## src/rtl/if_id_hazard_reg.sv

```systemverilog
// IF/ID pipeline register with load-use hazard detection, branch flush and saturating event counters.
// Latency: one cycle from instr_in/pcplus4_in to instr_out/pcplus4_out; hazard, pc_write and ctrl_bubble are combinational.
// Backpressure: a load-use hazard holds this register and drops pc_write for one cycle; flush overrides the stall.
module if_id_hazard_reg #(
  parameter int unsigned CNT_W    = 16,
  parameter logic [31:0] NOP_WORD = 32'h0000_0000
) (
  input  logic             clk,
  input  logic             reset,
  input  logic [31:0]      instr_in,
  input  logic [31:0]      pcplus4_in,
  input  logic             flush,
  input  logic             idex_memread,
  input  logic [4:0]       idex_rt,
  output logic [31:0]      instr_out,
  output logic [31:0]      pcplus4_out,
  output logic             valid_out,
  output logic [14:0]      regaddr_out,
  output logic             pc_write,
  output logic             ctrl_bubble,
  output logic [CNT_W-1:0] stall_count,
  output logic [CNT_W-1:0] flush_count
);

  logic [4:0] dec_rs;
  logic [4:0] dec_rt;
  logic       hazard;

  assign dec_rs      = instr_out[25:21];
  assign dec_rt      = instr_out[20:16];
  assign regaddr_out = {instr_out[25:21], instr_out[20:16], instr_out[15:11]};

  // Load-use detect: the load in ID/EX writes a register the decoding instruction reads.
  // rt is compared regardless of instruction format; occasional false stalls on I-type are harmless.
  // valid_out gates out reset/flush fill so a NOP never stalls; $zero is never a real dependency.
  always_comb begin
    hazard = valid_out & idex_memread & (idex_rt != 5'd0) &
             ((idex_rt == dec_rs) | (idex_rt == dec_rt));
  end

  // Flush wins over a stall: the stalled instruction is squashed, so fetch proceeds and no bubble is needed.
  assign pc_write    = ~hazard | flush;
  assign ctrl_bubble = hazard & ~flush;

  // Pipeline register: reset > flush > hazard hold > normal load.
  always_ff @(posedge clk) begin
    if (reset) begin
      instr_out   <= NOP_WORD;
      pcplus4_out <= 32'd0;
      valid_out   <= 1'b0;
    end else if (flush) begin
      instr_out   <= NOP_WORD;
      pcplus4_out <= pcplus4_in;
      valid_out   <= 1'b0;
    end else if (!hazard) begin
      instr_out   <= instr_in;
      pcplus4_out <= pcplus4_in;
      valid_out   <= 1'b1;
    end
  end

  // Saturating performance counters: one stall per cycle a bubble is injected, one flush per flush cycle.
  always_ff @(posedge clk) begin
    if (reset) begin
      stall_count <= '0;
      flush_count <= '0;
    end else begin
      if (flush) begin
        if (!(&flush_count)) begin
          flush_count <= flush_count + 1'b1;
        end
      end else if (hazard) begin
        if (!(&stall_count)) begin
          stall_count <= stall_count + 1'b1;
        end
      end
    end
  end

endmodule
```

## config.mk

```make
export PLATFORM = sky130hd
export DESIGN_NAME = if_id_hazard_reg
export DESIGN_NICKNAME = d
export VERILOG_FILES = /design/src/rtl/if_id_hazard_reg.sv
export SDC_FILE = /design/constraint.sdc
export NUM_CORES = 1
export LEC_CHECK = 0
export ABC_AREA = 1
export CAP_MARGIN = 10
export CORE_MARGIN = 2
export CORE_UTILIZATION = 36
export CTS_CLUSTER_SIZE = 8
export DETAILED_ROUTE_END_ITERATION = 10
export PLACE_DENSITY = 0.73
export REMOVE_ABC_BUFFERS = 1
export SKIP_LAST_GASP = 1
export SLEW_MARGIN = 30
export SYNTH_ARGS = -nofsm -noshare
export SYNTH_HDL_FRONTEND = slang
export SYNTH_SLANG_ARGS = --single-unit
```

## constraint.sdc

```tcl
create_clock -name clk -period 1.48 [get_ports clk]
set_input_delay 0.296 -clock clk [delete_from_list [all_inputs] [get_ports clk]]
set_output_delay 0.296 -clock clk [all_outputs]
set_load 0.01 [all_outputs]
```

==> GITHUB_STEP_SUMMARY <==
## PnR job results

| Metric | Value |
|---|---|
| Final worst setup slack | `-0.341 ns` |
| Post-synth seq share | `0.448` |
| Clock Sinks | `just under 100` |
| Adder share | `0.00577` |
| Ao+oa area frac | `0.125` |
| Max IR drop VDD | `0.679 mV` |
| Clock buffer cells | `10` |
| Nets | `between 900 and 1000` |
| Critical Path Fanout Max | `3` |
| Final non-filler cell area | `0.00764 mm2` |
| CTS H-tree depth | `3` |
| Most frequent logic cell in the layout | `nand2_1` |
| Non-clock buffer count | `278` |
| Global Route Usage Sum | `0.215` |
| Register area | `about 0.0020 mm2` |
| Worst-path clk slew | `approximately 0.07 ns` |
| Gate Area | `approximately 0.0023 mm2` |
| Worst-Margin Slew | `between 0.3 and 0.4 ns` |
| Core Rows | `approximately 40` |
| Final Critical Period | `around 1.8 ns` |
| CP max stage cell | `dfxtp_2` |
| Max-Cap Viols | `0` |
| Comb power | `0.788 mW` |
| CTS tree | `done` |
| Top pwr grp | `registers` |
| Die X-Extent | `114 um` |
| FMAX | `about 0.55 GHz` |
| #FFs+latches synth | `between 90 and 100` |
| Critical path launch point type | `flop` |
| Switching part of the total | `0.241` |
| Worst EP required | `1.18 ns` |
| Starting DRT DRC Count | `roughly 200` |
| Setup TNS Final | `-12.97 ns` |
| Clk_lat worst skew | `between 0.3 and 0.4 ns` |
| Yosys warning total | `0` |
| Post-synthesis cell area | `0.00433 mm2` |
| Biggest regs | `instr_out: 32 flops, pcplus4_out: 32 flops` |
| Setup slack at placement | `-0.845 ns` |
| Final setup viols | `about 90` |
| Crit path top cell by count | `nand2_1` |
| Status | `finished with violations` |
| OpenROAD warning count | `27` |
| Unique masters post-synth | `33` |
| Clk root buf | `clkbuf_16` |
| Non-clk invs | `~56` |
| NonClk Buf Share | `0.348` |
| Vias in the first global route | `around 4800` |
| Ys async rst share | `0` |
| Post-Route WL | `about 15000 um` |
| Fin. Hold Viols | `0` |
| Via/cell ratio | `just under 5` |
| Ys cells | `613` |
| Synthesis-to-layout area growth | `76.3%` |
| Core ar. | `~0.012 mm2` |
| Failing checks | `setup timing` |
| Die area | `0.0129 mm2` |
| Final clock-cell share | `0.0432` |
| Synth top cell by count | `nand2_1` |
| Worst Clk Skew | `roughly 0.011 ns` |
| Switch Pwr | `around 1.5 mW` |
| Hold path depth | `2` |
| Critical path cell sequence | `inv_1, nand2_1, nand2_1, nor2_1, nand3_1, nand2_4, nand3_4, buf_2` |
worst paths after layout:
check / from / end / slack, ns
max: instr_out[18] / pc_write / -0.34
min: pcplus4_out[9] / pcplus4_out[9] / 0.46
max reg2reg: instr_out[18] / instr_out[0] / -0.22
min reg2reg: pcplus4_out[9] / pcplus4_out[9] / 0.46
what timing repair did:
action	CTS	global route
endpoints found under the setup margin	209	98
buffers inserted	9	7
gates cloned	4	6
pin swaps	12	30
gates resized	179	107
per-layer routing:
metal | global-route usage | routed length (um) | vias up
met5 | 0 | 0 | -
met4 | 0.0959 | 453 | 0
met3 | 0.0335 | 586 | 40
met2 | 0.390 | 8050 | 139
met1 | 0.249 | 6310 | 2392
li1 | - | - | 2444
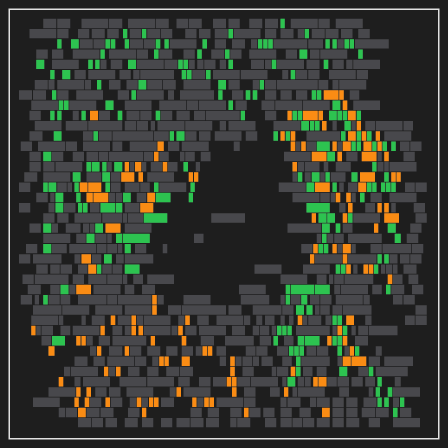
**Above:** gate-type map.
- NOR gates: orange (cells 126; most used nor2_1; where all over the die)
- NAND gates: green (cells 193; most used nand2_1; where all over the die)

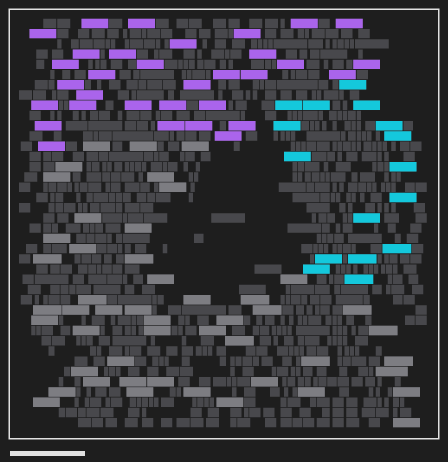
**Above:** sequential cells grouped by signal name.
Bar = 20 um. Other sequential cells in the stronger grey, the rest of the logic in the fainter grey.
- pcplus4_out: purple (sequential cells 32)
- stall_count: cyan (sequential cells 16)
- not coloured: 49

Power is estimated from default activity; no workload was simulated.
